File: config.mk
export PLATFORM = sky130hd
export DESIGN_NAME = mem_port_arbiter
export DESIGN_NICKNAME = d
export VERILOG_FILES = /design/src/rtl/mem_port_arbiter.sv
export SDC_FILE = /design/constraint.sdc
export NUM_CORES = 1
export LEC_CHECK = 0
export CAP_MARGIN = 0
export CORE_AREA = 2 2 346 348
export CTS_CLUSTER_SIZE = 40
export DETAILED_ROUTE_END_ITERATION = 8
export DIE_AREA = 0 0 348 350
export PLACE_DENSITY = 0.72
export SLEW_MARGIN = 25
export SYNTH_ARGS = -nofsm -noshare
export SYNTH_HDL_FRONTEND = slang
export SYNTH_HIERARCHICAL = 1
export SYNTH_SLANG_ARGS = --single-unit
File: constraint.sdc
create_clock -name clk -period 15.7 [get_ports clk]
set_clock_uncertainty 0.15 [all_clocks]
set_input_delay 3.14 -clock clk [delete_from_list [all_inputs] [get_ports clk]]
set_output_delay 3.14 -clock clk [all_outputs]
set_load 0.01 [all_outputs]
File: src/rtl/mem_port_arbiter.sv
`default_nettype none
// ============================================================================
//  Module   : mem_port_arbiter (+ helper mem_port_arbiter_fifo)
//  Purpose  : Shares one valid/ready memory port between icache line reads,
//             dcache line reads and dcache dirty-line writebacks. Request
//             pulses are buffered per source, arbitrated (writeback strict
//             priority, round-robin between reads) into a registered request
//             slot, and in-order read responses are routed back to the
//             requester using a FIFO of source tags.
//  Ports    : clk, rst_n                      clock, async active-low reset
//             ic_req_* / dc_req_*             request pulses from the L1s
//             ic_rec_* / dc_rec_*             1-cycle refill strobes + data
//             mem_req_* / mem_rsp_*           memory request/response channel
//             err_overflow, err_orphan_rsp    sticky error flags
//  Revision : 1.0  initial release
// ============================================================================

// Simple FIFO with first-word fall-through read data. A push into a full FIFO
// is accepted only when a pop happens in the same cycle.
module mem_port_arbiter_fifo #(
  parameter int WIDTH = 8,
  parameter int DEPTH = 4
) (
  input  logic             clk,
  input  logic             rst_n,
  input  logic             push,
  input  logic [WIDTH-1:0] wdata,
  input  logic             pop,
  output logic [WIDTH-1:0] rdata,
  output logic             empty,
  output logic             full
);
  localparam int PTR_W = (DEPTH > 1) ? $clog2(DEPTH) : 1;
  localparam int CNT_W = $clog2(DEPTH + 1);

  logic [WIDTH-1:0] mem [DEPTH];
  logic [PTR_W-1:0] wr_ptr;
  logic [PTR_W-1:0] rd_ptr;
  logic [CNT_W-1:0] count;
  logic             do_push;
  logic             do_pop;

  assign empty   = (count == '0);
  assign full    = (count == CNT_W'(DEPTH));
  assign do_pop  = pop && !empty;
  assign do_push = push && (!full || do_pop);
  assign rdata   = mem[rd_ptr];

  always_ff @(posedge clk or negedge rst_n) begin
    if (!rst_n) begin
      wr_ptr <= '0;
      rd_ptr <= '0;
      count  <= '0;
    end else begin
      if (do_push) begin
        wr_ptr <= (wr_ptr == PTR_W'(DEPTH - 1)) ? '0 : wr_ptr + PTR_W'(1);
      end
      if (do_pop) begin
        rd_ptr <= (rd_ptr == PTR_W'(DEPTH - 1)) ? '0 : rd_ptr + PTR_W'(1);
      end
      case ({do_push, do_pop})
        2'b10:   count <= count + CNT_W'(1);
        2'b01:   count <= count - CNT_W'(1);
        default: count <= count;
      endcase
    end
  end

  // Storage needs no reset; occupancy is tracked by the pointers and count.
  always_ff @(posedge clk) begin
    if (do_push) begin
      mem[wr_ptr] <= wdata;
    end
  end
endmodule

module mem_port_arbiter #(
  parameter int ADDR_W   = 32,
  parameter int LINE_W   = 128,
  parameter int RD_DEPTH = 4,
  parameter int WB_DEPTH = 2,
  parameter int MAX_OUT  = 8
) (
  input  logic              clk,
  input  logic              rst_n,
  input  logic              ic_req_ren,
  input  logic [ADDR_W-1:0] ic_req_raddr,
  input  logic              dc_req_ren,
  input  logic [ADDR_W-1:0] dc_req_raddr,
  input  logic              dc_req_wen,
  input  logic [ADDR_W-1:0] dc_req_waddr,
  input  logic [LINE_W-1:0] dc_req_wcacheline,
  output logic              ic_rec_en,
  output logic [ADDR_W-1:0] ic_rec_addr,
  output logic [LINE_W-1:0] ic_rec_cacheline,
  output logic              dc_rec_en,
  output logic [ADDR_W-1:0] dc_rec_addr,
  output logic [LINE_W-1:0] dc_rec_cacheline,
  output logic              mem_req_valid,
  output logic              mem_req_write,
  output logic [ADDR_W-1:0] mem_req_addr,
  output logic [LINE_W-1:0] mem_req_wdata,
  input  logic              mem_req_ready,
  input  logic              mem_rsp_valid,
  input  logic [ADDR_W-1:0] mem_rsp_addr,
  input  logic [LINE_W-1:0] mem_rsp_data,
  output logic              err_overflow,
  output logic              err_orphan_rsp
);
  localparam logic SRC_IC = 1'b0;
  localparam logic SRC_DC = 1'b1;

  logic [ADDR_W-1:0]        ic_head;
  logic [ADDR_W-1:0]        dc_head;
  logic [ADDR_W+LINE_W-1:0] wb_head;
  logic [0:0]               tag_head;
  logic ic_empty, ic_full, dc_empty, dc_full, wb_empty, wb_full;
  logic tag_empty, tag_full;
  logic load;
  logic read_ok;
  logic sel_ic, sel_dc, sel_wb;
  logic tag_push;
  logic rsp_hit;
  logic pref_dc;   // round-robin pointer: 1 = dcache preferred next

  // The request slot may be (re)loaded when empty or when it hands off now.
  assign load = !mem_req_valid || mem_req_ready;

  // A read may be loaded if the tag FIFO has room, counting a slot freed by
  // a response popping in this same cycle.
  assign read_ok = !tag_full || mem_rsp_valid;

  always_comb begin
    sel_wb = 1'b0;
    sel_ic = 1'b0;
    sel_dc = 1'b0;
    if (load) begin
      if (!wb_empty) begin
        sel_wb = 1'b1;
      end else if (read_ok) begin
        if (!ic_empty && (dc_empty || !pref_dc)) begin
          sel_ic = 1'b1;
        end else if (!dc_empty) begin
          sel_dc = 1'b1;
        end
      end
    end
  end

  assign tag_push = sel_ic || sel_dc;
  assign rsp_hit  = mem_rsp_valid && !tag_empty;

  mem_port_arbiter_fifo #(.WIDTH(ADDR_W), .DEPTH(RD_DEPTH)) u_ic_fifo (
    .clk(clk), .rst_n(rst_n), .push(ic_req_ren), .wdata(ic_req_raddr),
    .pop(sel_ic), .rdata(ic_head), .empty(ic_empty), .full(ic_full)
  );

  mem_port_arbiter_fifo #(.WIDTH(ADDR_W), .DEPTH(RD_DEPTH)) u_dc_fifo (
    .clk(clk), .rst_n(rst_n), .push(dc_req_ren), .wdata(dc_req_raddr),
    .pop(sel_dc), .rdata(dc_head), .empty(dc_empty), .full(dc_full)
  );

  mem_port_arbiter_fifo #(.WIDTH(ADDR_W + LINE_W), .DEPTH(WB_DEPTH)) u_wb_fifo (
    .clk(clk), .rst_n(rst_n), .push(dc_req_wen),
    .wdata({dc_req_waddr, dc_req_wcacheline}),
    .pop(sel_wb), .rdata(wb_head), .empty(wb_empty), .full(wb_full)
  );

  mem_port_arbiter_fifo #(.WIDTH(1), .DEPTH(MAX_OUT)) u_tag_fifo (
    .clk(clk), .rst_n(rst_n), .push(tag_push), .wdata(sel_dc),
    .pop(mem_rsp_valid), .rdata(tag_head), .empty(tag_empty), .full(tag_full)
  );

  // Request slot and round-robin pointer.
  always_ff @(posedge clk or negedge rst_n) begin
    if (!rst_n) begin
      mem_req_valid <= 1'b0;
      mem_req_write <= 1'b0;
      mem_req_addr  <= '0;
      mem_req_wdata <= '0;
      pref_dc       <= 1'b0;
    end else if (load) begin
      mem_req_valid <= sel_wb || sel_ic || sel_dc;
      if (sel_wb) begin
        mem_req_write <= 1'b1;
        mem_req_addr  <= wb_head[ADDR_W+LINE_W-1:LINE_W];
        mem_req_wdata <= wb_head[LINE_W-1:0];
      end else if (sel_ic) begin
        mem_req_write <= 1'b0;
        mem_req_addr  <= ic_head;
        pref_dc       <= 1'b1;
      end else if (sel_dc) begin
        mem_req_write <= 1'b0;
        mem_req_addr  <= dc_head;
        pref_dc       <= 1'b0;
      end
    end
  end

  // Response routing: the tag at the head says which cache gets the line.
  always_ff @(posedge clk or negedge rst_n) begin
    if (!rst_n) begin
      ic_rec_en        <= 1'b0;
      ic_rec_addr      <= '0;
      ic_rec_cacheline <= '0;
      dc_rec_en        <= 1'b0;
      dc_rec_addr      <= '0;
      dc_rec_cacheline <= '0;
    end else begin
      ic_rec_en <= rsp_hit && (tag_head[0] == SRC_IC);
      dc_rec_en <= rsp_hit && (tag_head[0] == SRC_DC);
      if (rsp_hit && (tag_head[0] == SRC_IC)) begin
        ic_rec_addr      <= mem_rsp_addr;
        ic_rec_cacheline <= mem_rsp_data;
      end
      if (rsp_hit && (tag_head[0] == SRC_DC)) begin
        dc_rec_addr      <= mem_rsp_addr;
        dc_rec_cacheline <= mem_rsp_data;
      end
    end
  end

  // Sticky error flags. A full FIFO being popped this cycle still accepts.
  always_ff @(posedge clk or negedge rst_n) begin
    if (!rst_n) begin
      err_overflow   <= 1'b0;
      err_orphan_rsp <= 1'b0;
    end else begin
      if ((ic_req_ren && ic_full && !sel_ic) ||
          (dc_req_ren && dc_full && !sel_dc) ||
          (dc_req_wen && wb_full && !sel_wb)) begin
        err_overflow <= 1'b1;
      end
      if (mem_rsp_valid && tag_empty) begin
        err_orphan_rsp <= 1'b1;
      end
    end
  end
endmodule
`default_nettype wire

run_1/wire_density.png
Scale bar: 100 um. The die is cut into 35 by 35 equal tiles; black is low, pale yellow is high, scaled to the fullest tile. Values are wire area over tile area, all layers added.
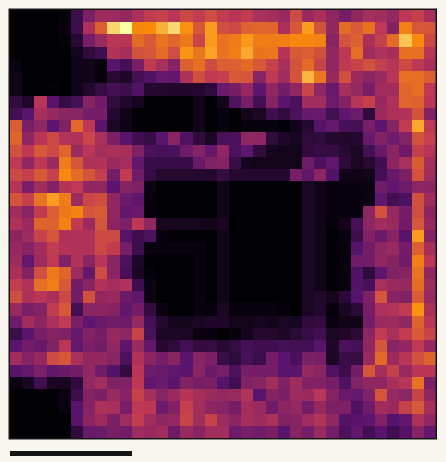
tiles over half the peak: 18%
nearly empty tiles: 15%
fullest tile: 0.60
mean over tiles: 0.18
drt total wl: 123000 um
vias: 26000

run_1/final_placement.png
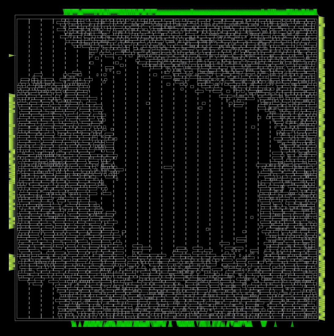
final std cells w/o fill: 5342
Core Region: 118000 sq um

==> Slide: Implementation Results, run 1 <==
Synthesis and Place & Route Summary

Place
  • Placed inst area: 52700 sq um

Worst setup path
  • Critical Path Start: mem_req_ready
  • CP Data Required Time: 15.87 ns
  • Worst setup EP type: flop
  • Reg2Reg Setup Slack: 10.97 ns
  • Worst r2r src: u_wb_fifo/count[0]
  • Worst r2r dst: u_wb_fifo/mem[1][78]
  • Reg2Reg Depth: 7

Yosys
  • Simple-gate portion of the synthesized area: 9.11%
  • Netlist area before placement: 42600 sq um
  • MUX share of area: 14.7%
  • Mapped Cells: 2802

Hold path
  • HP Class: flop to flop
  • Hold Crit Endpoint: dc_rec_addr[17]

Floorplanning
  • # IOs: 877
  • Chip area: 122000 sq um
  • FP Util: about 36%

Clock tree
  • Clk sink count: around 1100
  • Latency at later pin: ~0.7 ns
  • Clock Tree Buf Depth: 3
  • CTS hold repair buffers: 0
  • CTS clk-pin slew, worst paths: 0.06 ns
  • Post-CTS setup buffers: 0
  • TritonCTS clock tree: built

Final layout
  • Nets: about 4000
  • Area growth from synthesis to layout: 32.7%
  • Layout cells sized above 1: 16.6%
  • Biggest register: u_wb_fifo/mem

Route
  • DR vias/cell: 4.86
  • DRT iter0 DRCs: around 2000
  • First-pass iteration count of the detailed router: 5
  • Met1 WL: 47400 um
  • DRC Markers: 0

STA
  • Worst slew pin tran: 1.24 ns
  • RSZ-0062 raised after global routing: false
  • Final Max Tran Viols: 0

Power
  • Total power: 11900 uW

Outcome
  • Outcome: complete, no violations

Global route
  • Largest net degree at the start of global routing: 138

Job
  • Total of max-cap violations: 0
run_1/zoom.png
Scale bar: 20 um. Window x 62 to 112, y 62 to 112 um. Cells in gray, sequential cells in the stronger gray; small squares are vias.
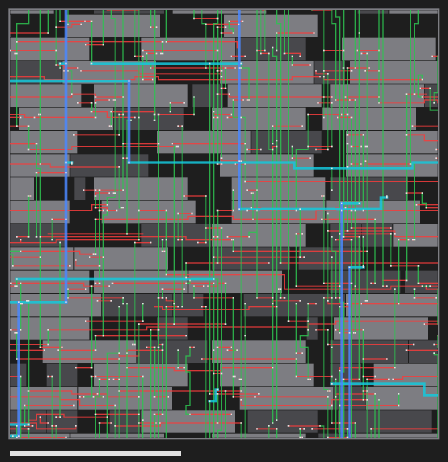
[met3] cyan
[met2] green
[met4] blue
[met1] red
netlist names of flops here include: u_dc_fifo/mem (23), u_ic_fifo/mem (22)
sequential cells in the window: 47
cells with their middle in the window: 80
most frequent: edfxtp_1 (46), mux4_2 (11), clkdlybuf4s50_1 (7)

## run 1: final cells by class
| type | instances | area [sq um] | share of cell area, % |
|---|---|---|---|
| diodes | 23 | 57.6 | 0.102 |
| clock buffers | 154 | 3080 | 5.45 |
| clock inverters | 58 | 743 | 1.31 |
| inverters | 25 | 104 | 0.184 |
| multi-input cells | 1541 | 11200 | 19.8 |
| flip-flops and latches | 1099 | 30400 | 53.8 |
| well taps | 1536 | 1920 | 3.40 |
| repair buffers | 906 | 9040 | 16.0 |
## run 1: routing by layer
metal / vias to the layer above / global-route usage, %
li1: 11600 / -
met1: 13000 / 23.6
met2: 1013 / 30.1
met3: 283 / 8.49
met4: 58 / 9.32
met5: - / 0
## run 1: how the worst max path moves through the flow
stage | end | slack (ns) | cells after the start
3_3_place_gp | u_wb_fifo/mem[1][74] | 7.82 | 8
6_report | u_wb_fifo/mem[1][78] | 8.52 | 8
2_1_floorplan | u_wb_fifo/mem[0][0] | 4.37 | 7
3_5_place_dp | u_wb_fifo/mem[1][79] | 7.76 | 8
4_1_cts | u_wb_fifo/mem[1][59] | 8.54 | 8
5_1_grt | u_wb_fifo/mem[1][82] | 8.34 | 8
## run 1: worst max-delay path, stage by stage
cell and delay [ns]:
clkdlybuf4s50_1 0.50, nand2b_4 0.19, nand2b_4 0.08, inv_6 0.51, o21ai_2 0.27, nor2_4 0.67
buf_4 0.87, buf_4 0.87
## run 1: cell usage after synthesis, types with 6 or more instances
cell type | number | share of area [%]
a21oi_1 | 34 | 0.40
nor3_1 | 6 | 0.070
buf_4 | 21 | 0.37
dfrtp_1 | 515 | 30
mux2i_1 | 33 | 0.77
buf_2 | 57 | 0.67
and2_2 | 8 | 0.14
nand2_1 | 873 | 7.7
nand3_1 | 9 | 0.11
edfxtp_1 | 584 | 41
ha_1 | 18 | 0.53
nand2b_1 | 6 | 0.088
nor2_1 | 49 | 0.43
xor2_1 | 8 | 0.16
mux2_2 | 148 | 3.9
o22ai_1 | 32 | 0.47
mux4_2 | 66 | 3.5
clkbuf_1 | 29 | 0.26
inv_1 | 23 | 0.20
buf_12 | 10 | 0.47
buf_6 | 17 | 0.45
mux2_4 | 184 | 6.5
## run 1: cells in the final DEF (no fill, tap or decap), types with 5 or more instances in the layout
cell	instances
nand3_1	9
edfxtp_1	584
and2_2	8
clkbuf_1	31
dfrtp_1	512
nand2b_1	5
mux4_2	66
o22ai_1	32
clkbuf_8	10
clkbuf_16	113
xor2_1	8
ha_1	18
buf_4	26
clkinv_1	13
bufinv_16	13
clkinv_2	18
mux2_4	184
diode_2	23
nand2_1	873
nor2b_1	5
clkdlybuf4s50_1	875
mux2_2	148
inv_1	23
a21oi_1	34
nor2_1	47
nor3_1	6
o211ai_1	5
mux2i_1	33
o21ai_0	5
## run 1: stage by stage
step	util, %	cells	hold WS [ns]
floorplan	-	2802	0.314
global placement	44.7	5106	0.306
detailed placement	44.7	5106	0.303
CTS	48.0	5318	0.326
global route	48.0	5338	0.330
finish	48.0	5342	0.322
## run 1: report_power, final
part           switching [uW]  internal (uW)  total (uW)
Combinational            2230           2310        4530
Clock                    1150           1600        2740
Sequential                506           4100        4610
Total                    3880           8010       11900
==> run 2: changes to the inputs <==
- PLACE_DENSITY: 0.72 -> 0.74
- clock period: 15.7 -> 6.5 ns (I/O delays scaled with it)
run_2/wire_density.png
Scale bar: 100 um. The die is cut into 35 by 35 equal tiles; black is low, pale yellow is high, scaled to the fullest tile. Values are wire area over tile area, all layers added.
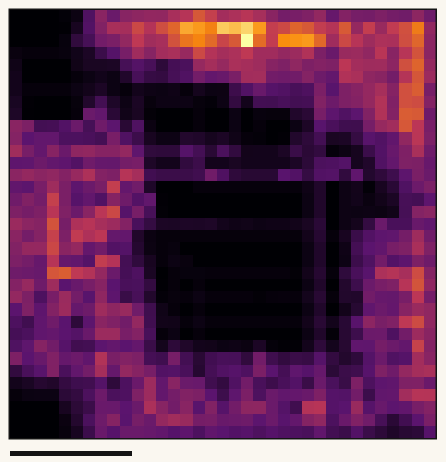
densest ninth of the die: upper right
tiles over half the peak: 5.6%
fullest tile: 0.82
vias: 26500
Tot GR Track Use: 20.3%
drt total wl: 128000 um
routed len/inst: 23.9 um

run_2/cell_classes.png
Fill, decap, tap and diode cells in gray.
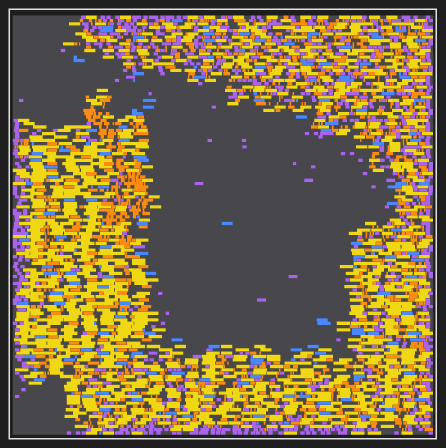
[clock drivers and dummy loads] blue | cells: 212
[flops] yellow | cells: 1099
[all other logic] orange | cells: 1566
[other buffers and delay cells] purple | cells: 922
floorplan row count: 126
fraction of area in registers: 53.5%
post-route cell area: 56900 sq um
post-layout util: 48.3%

==> run 2 against run 1 <==
Non-clock buffer count up 16. First-iteration DRC count increased by 24%. Cell area grew 0.52%. Synthesized cell count unchanged. Setup slack worse by 5.7 ns. Critical path type unchanged. Largest power group unchanged.
==> Slide: Implementation Results, run 2 <==
Synthesis and Place & Route Summary

Outcome
  • Outcome: complete, no violations

Route
  • DRT iter0 DRCs: 2486
  • ANT nets after route: 0
  • DR vias/cell: 4.95
  • First-pass iteration count of the detailed router: 5
  • DRC Markers: 0

Worst setup path
  • WS Path Type: primary input to flop
  • Worst r2r dst: u_tag_fifo/count[3]
  • CP max stage delay: 0.56 ns
  • Sequence of cells on the critical path: clkdlybuf4s50_1, nand2b_4, nand2b_4, inv_6, o21ai_2, nor2_4, buf_12
  • Crit-path most repeated cell: nand2b_4
  • Worst r2r src: u_tag_fifo/count[0]
  • Slowest-stage cell, CP: nor2_4
  • Worst setup EP type: flop
  • Startpoint types: primary input
  • CP Data Required Time: 6.72 ns
  • CP Max Fanout: approximately 73
  • Critical Path AT: around 3.9 ns
  • Reg2Reg Depth: 11
  • Reg2Reg Setup Slack: 3.16 ns

Yosys
  • Seq share, synth: 71.4%
  • Area leader share: 41.1%
  • Netlist area before placement: between 40000 and 50000 sq um
  • Biggest area consumer among synthesized cells: edfxtp_1
  • Top cells by count: nand2_1 (873), edfxtp_1 (584), dfrtp_1 (515)
  • Yosys top cell by instances: nand2_1
  • Main area contributors after synthesis: edfxtp_1 (41%), dfrtp_1 (30%), nand2_1 (7.7%)
  • Cells in synth_stat.txt: approximately 2800
  • Synth Warn #: 6
  • Yosys Chip Area: 42600 sq um
  • Synth Area per Inst: between 15 and 20 sq um
  • Ys flop type: edfxtp_1
  • Mapped Cells: 2802
  • EDFF count, synth: between 500 and 600
  • Distinct cells, synth: 63
  • Syn_nets: 3214

Clock tree
  • CTS hold repair buffers: 0
  • TritonCTS clock tree: built
  • Latency at later pin: 0.73 ns
  • Clk sink count: around 1100
  • Post-CTS setup buffers: 0
  • Root Driver: clkbuf_16
  • CTS clk-pin slew, worst paths: 0.06 ns
  • Number of buffers created by CTS: 113
  • Clock Tree Buf Depth: 3
  • Htree depth: 3

Floorplanning
  • Chip width: 348 um
  • Die H: 350 um
  • # IOs: 877
  • Chip area: roughly 120000 sq um
  • Core Region: ~120000 sq um
  • FP Util: 36.2%

Global route
  • Vias in the first global route: ~26000
  • Grt total ovfl: 0
  • First-pass GRT wire length: 182000 um
  • Largest net degree at the start of global routing: 162
  • Initial antenna violation count: 42

Job
  • Tool warnings: between 40 and 50
  • Total of max-cap violations: 0

Power
  • Worst VDD drop: 482 uV
  • Pwr Density: 510 nW/um^2

Hold path
  • Hold path start: mem_req_wdata[85]
  • Hold path cells: 2
  • Hold Crit Endpoint: mem_req_wdata[85]
  • HP Class: flop to flop

Place
  • Post-Place Setup Slack: 1.86 ns
  • Placed inst area: approximately 53000 sq um
  • Dpl hpwl: 90700 um
  • Gpl congestion: 0.876

STA
  • Final Max Tran Viols: 0
  • Hold Fails Final Rpt: 0
  • Setup violation total in the final timing report: 0
  • Fin worst setup slack: 2.78 ns
  • Crit share post-route: 57.2%
  • RSZ-0062 raised after global routing: false
  • Fin crit period: 3.72 ns
  • Worst slew pin tran: 1.17 ns

Final layout
  • Most frequent logic cell in the layout: clkdlybuf4s50_1
  • Fill cells: 9915
  • Area growth from synthesis to layout: 33.4%
  • Max reg flops: 320
  • Nets: 4114
  • Biggest register: u_wb_fifo/mem
  • Most frequent cells in the layout: clkdlybuf4s50_1 (875), nand2_1 (873), edfxtp_1 (584)
  • Layout cells sized above 1: 17.2%
[run 2: cell families after synthesis]
group                      Yosys count  share of synthesized area (%)
AOI/OAI and AO/OA                   94                           1.45
xor gates and xnor gates            12                          0.247
buffers and inverters              162                           2.47
adders and majority gates           21                          0.669
muxes                              433                           14.7
DFF                               1099                           71.4
and+or+nand+nor                    981                           9.11
[run 2: routing by layer]
metal / global-route usage, % / share of wire [%]
met5: 0 / 0.24
met4: 7.84 / 3.6
met3: 7.63 / 11
met2: 32.6 / 48
met1: 24.8 / 38
[run 2: cell type report]
type / count / area [sq um] / area share, %
Sequential cell: 1099 / 30400 / 53.5
Multi-Input combinational cell: 1541 / 11200 / 19.7
Timing Repair Buffer: 922 / 9300 / 16.4
Clock buffer: 146 / 3050 / 5.37
Tap cell: 1536 / 1920 / 3.38
Clock inverter: 66 / 841 / 1.48
Inverter: 25 / 104 / 0.183
Antenna cell: 9 / 22.5 / 0.0396
[run 2: worst max-delay path by stage]
stage / from / to / slack [ns] / depth (start not counted)
2_1_floorplan: mem_req_ready / u_wb_fifo/mem[0][0] / -0.28 / 7
3_3_place_gp: mem_req_ready / u_wb_fifo/mem[1][106] / 1.89 / 7
3_5_place_dp: mem_req_ready / u_wb_fifo/mem[1][111] / 1.86 / 7
4_1_cts: mem_req_ready / u_wb_fifo/mem[1][63] / 2.64 / 7
5_1_grt: mem_req_ready / u_wb_fifo/mem[0][56] / 2.66 / 7
6_report: mem_req_ready / u_wb_fifo/mem[0][106] / 2.78 / 7
[run 2: metrics by stage]
stage	hold slack (ns)	std cells	util (%)	setup TNS, ns	power [uW]
floorplan	0.314	2802	-	-90.53	17100
global placement	0.307	5120	44.9	0	22100
detailed placement	0.311	5121	44.9	0	22400
CTS	0.326	5333	48.2	0	29100
global route	0.342	5341	48.3	0	30300
finish	0.321	5344	48.3	0	29000
[run 2: worst max-delay path, delay by kind of cell]
kind | cells | cell delay, ns
AND/OR/NAND/NOR | 3 | 1.02
buffers and inverters | 3 | 1.35
AND-OR/OR-AND | 1 | 0.19
[run 2: where the power goes]
group          internal, uW  switching, uW  leakage [uW]
Clock                  3930           2800       0.00189
Combinational          5650           5450       0.00965
Sequential             9890           1240        0.0116
==> run 3: changes to the inputs <==
- CORE_AREA: 2 2 346 348 -> 2 2 339 341
- DIE_AREA: 0 0 348 350 -> 0 0 341 343
- clock period: 6.5 -> 3.43 ns (I/O delays scaled with it)
run_3/final_placement.png
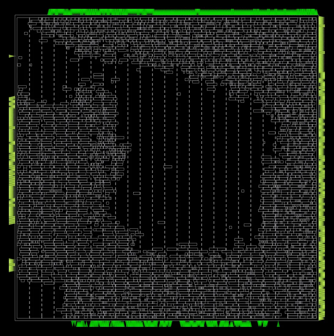
fraction of area in registers: 53.1%
Fill cells: 9354
# Taps: 1512
floorplan row count: 124

run_3/cell_classes.png
Fill, decap, tap and diode cells in gray.
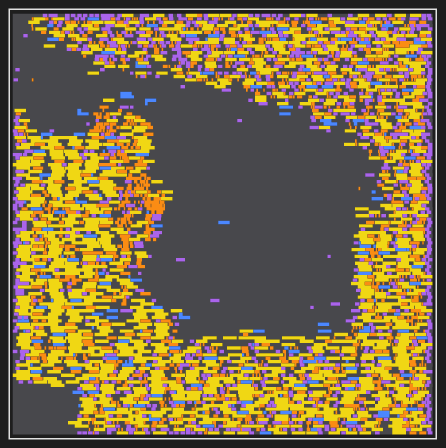
[other buffers and delay cells] purple | cells: 978
[clock drivers and dummy loads] blue | cells: 211
[flops] yellow | cells: 1099
[all other logic] orange | cells: 1566
post-route cell area: 57300 sq um
post-layout util: 50.5%
Core Region: 113000 sq um

==> run 3 against run 2 <==
Cell area increased by 0.72%. Setup slack got worse by 2.5 ns. Die area shrank 4.0%. Non-clock buffer count up 56. Register-to-register slack got worse by 2.9 ns. Sequential cell count unchanged. Sequential share of layout area shrank 0.38 points. Count of clock-buffer cells in the layout increased by 15. Sequential power rose by 91%. Synthesized cell count stayed put. Clock power is 78% higher.
==> Slide: Implementation Results, run 3 <==
Synthesis and Place & Route Summary

Outcome
  • Outcome: complete, no violations

Yosys
  • Synth Warn #: 6
  • Syn_nets: 3214
  • EDFF count, synth: 584
  • Top cells by count: nand2_1 (873), edfxtp_1 (584), dfrtp_1 (515)
  • Yosys Chip Area: 42600 sq um
  • Netlist area before placement: 42600 sq um
  • Seq share, synth: 71.4%
  • Cells in synth_stat.txt: between 2000 and 3000
  • Async S/R FF share, synth: between 40 and 50%
  • Ys flop type: edfxtp_1
  • Biggest area consumer among synthesized cells: edfxtp_1
  • Area leader share: 41.1%
  • Distinct cells, synth: 63
  • Main area contributors after synthesis: edfxtp_1 (41%), dfrtp_1 (30%), nand2_1 (7.7%)

Clock tree
  • CTS clk-pin slew, worst paths: 0.06 ns
  • Clk sink count: 1099
  • Htree depth: 3
  • Clock Tree Buf Depth: 3
  • Root Driver: clkbuf_16
  • Post-CTS setup buffers: 0
  • TritonCTS clock tree: built
  • Latency at later pin: a little over 0.7 ns

Place
  • Placed inst area: ~54000 sq um
  • Gpl congestion: 0.899
  • Placed cells: approximately 5000

Power
  • Pwr Density: 955 nW/um^2
  • Worst VDD drop: between 500 and 600 uV
  • P_sw: 18100 uW
  • Clk pwr share: between 20 and 25%
  • Total power: 54700 uW
  • Flop pwr share: 38.7%
  • Int Pwr: ~37000 uW
  • Gate power share: 39.4%
  • Sw Ratio: between 30% and 40%

Worst setup path
  • CP Max Fanout: 7
  • Worst r2r dst: u_tag_fifo/count[3]
  • Worst r2r src: u_ic_fifo/count[0]
  • CP Data Required Time: 3.85 ns
  • CP max stage delay: 0.53 ns
  • Reg2Reg Depth: 11
  • Worst setup EP type: flop
  • Critical Path AT: about 3.6 ns
  • Slowest-stage cell, CP: or3_2
  • Reg2Reg Setup Slack: slightly below 0.3 ns
  • Startpoint types: flop
  • WS Path Type: flop to flop

Final layout
  • Most frequent logic cell in the layout: clkdlybuf4s50_1
  • Final std cells w/o fill: 5380
  • Area growth from synthesis to layout: 34.3%
  • Nets: about 4200
  • Max reg flops: 320
  • Biggest register: u_wb_fifo/mem

STA
  • Worst slew pin tran: 1.30 ns
  • Hold Fails Final Rpt: 0
  • RSZ-0062 raised after global routing: false
  • Setup violation total in the final timing report: 0
  • Hold WS: 0.311 ns
  • Final Max Tran Viols: 0
  • Fin crit period: 3.14 ns

Route
  • DR vias/cell: around 4.9
  • Drt total wl: 125000 um
  • Routed len/inst: 23.2 um
  • ANT nets after route: 0
  • Vias: 26500
  • DRT iter0 DRCs: around 2200
  • First-pass iteration count of the detailed router: 5

Hold path
  • Hold Crit Endpoint: err_orphan_rsp
  • Hold path cells: 1
  • HP Class: flop to flop
  • Hold path start: err_orphan_rsp

Global route
  • Tot GR Track Use: 20.8%
  • Largest net degree at the start of global routing: approximately 160
  • First-pass GRT wire length: approximately 180000 um
  • Initial antenna violation count: 41
  • Vias in the first global route: 26400

Floorplanning
  • Chip width: about 340 um
  • # IOs: 877
  • Chip area: 117000 sq um
  • FP Util: 37.6%

Job
  • Total of max-cap violations: 0
  • Tool warnings: 40
-- run 3: cell counts after synthesis --
Identical to the previous run, type by type.
-- run 3: metal layers --
metal  global-route usage (%)  wire (um)
met5                        0        284
met2                     33.5      60800
met4                     6.85       2870
met3                     6.63      12300
met1                     26.7      48600
-- run 3: worst max path at each step --
| stage | slack [ns] | start | to | cells past startpoint |
|---|---|---|---|---|
| floorplan | -0.81 | mem_req_ready | u_wb_fifo/mem[0][0] | 7 |
| global placement | 0.04 | mem_req_ready | u_tag_fifo/count[3] | 10 |
| detailed placement | -0.009 | mem_req_ready | u_tag_fifo/count[3] | 10 |
| CTS | 0.29 | u_tag_fifo/count[1] | u_tag_fifo/count[3] | 11 |
| global route | 0.14 | u_ic_fifo/count[0] | u_tag_fifo/count[3] | 11 |
| finish | 0.29 | u_ic_fifo/count[0] | u_tag_fifo/count[3] | 11 |
-- run 3: cells by family (layout without fill, tap and decap cells) --
group                      after synthesis  after routing  share of synthesized area, %
adders and majority gates               21             21                         0.669
DFF                                   1099           1099                          71.4
xor gates and xnor gates                12             12                         0.247
and+or+nand+nor                        981            981                          9.11
muxes                                  433            433                          14.7
AOI/OAI and AO/OA                       94             94                          1.45
other                                    0             14                             0
buffers and inverters                  162           1214                          2.47
-- run 3: critical path: cells and delay by family, from the launching register on --
kind | cells | cell delay [ns]
adder cells (fa/ha/maj) | 2 | 0.59
AND/OR/NAND/NOR | 4 | 1.29
buffers and inverters | 2 | 0.22
flip-flops | 1 | 0.44
AND-OR/OR-AND | 3 | 0.30
-- run 3: what timing repair did --
action,in CTS,in global routing
endpoints found under the hold margin,41,0
hold buffers,1,0
endpoints found under the setup margin,0,0
-- run 3: through the flow --
step | setup WS, ns | TNS [ns]
after floorplan | -0.811 | -256.43
after global placement | 0.0383 | 0
final | 0.293 | 0
after global routing | 0.135 | 0
after CTS | 0.290 | 0
after detailed placement | -0.00923 | -0.00923
-- run 3: area by class of cell --
cell class | count | area [sq um] | share of cell area (%)
Timing Repair Buffer | 978 | 9940 | 17.4
Tap cell | 1512 | 1890 | 3.30
Clock buffer | 161 | 3210 | 5.61
Inverter | 25 | 104 | 0.181
Sequential cell | 1099 | 30400 | 53.1
Clock inverter | 50 | 449 | 0.784
Multi-Input combinational cell | 1541 | 11200 | 19.6
Antenna cell | 14 | 35.0 | 0.0612
-- run 3: power by group through the flow --
stage / clock network, uW / logic [uW] / registers [uW]
floorplan: 0 / 10200 / 22100
global placement: 0 / 21300 / 21100
detailed placement: 0 / 21700 / 21400
CTS: 12200 / 21800 / 21100
global route: 12700 / 23000 / 21600
finish: 12000 / 21600 / 21200
Power figures rest on the tool's default switching activity, not on a simulated workload.
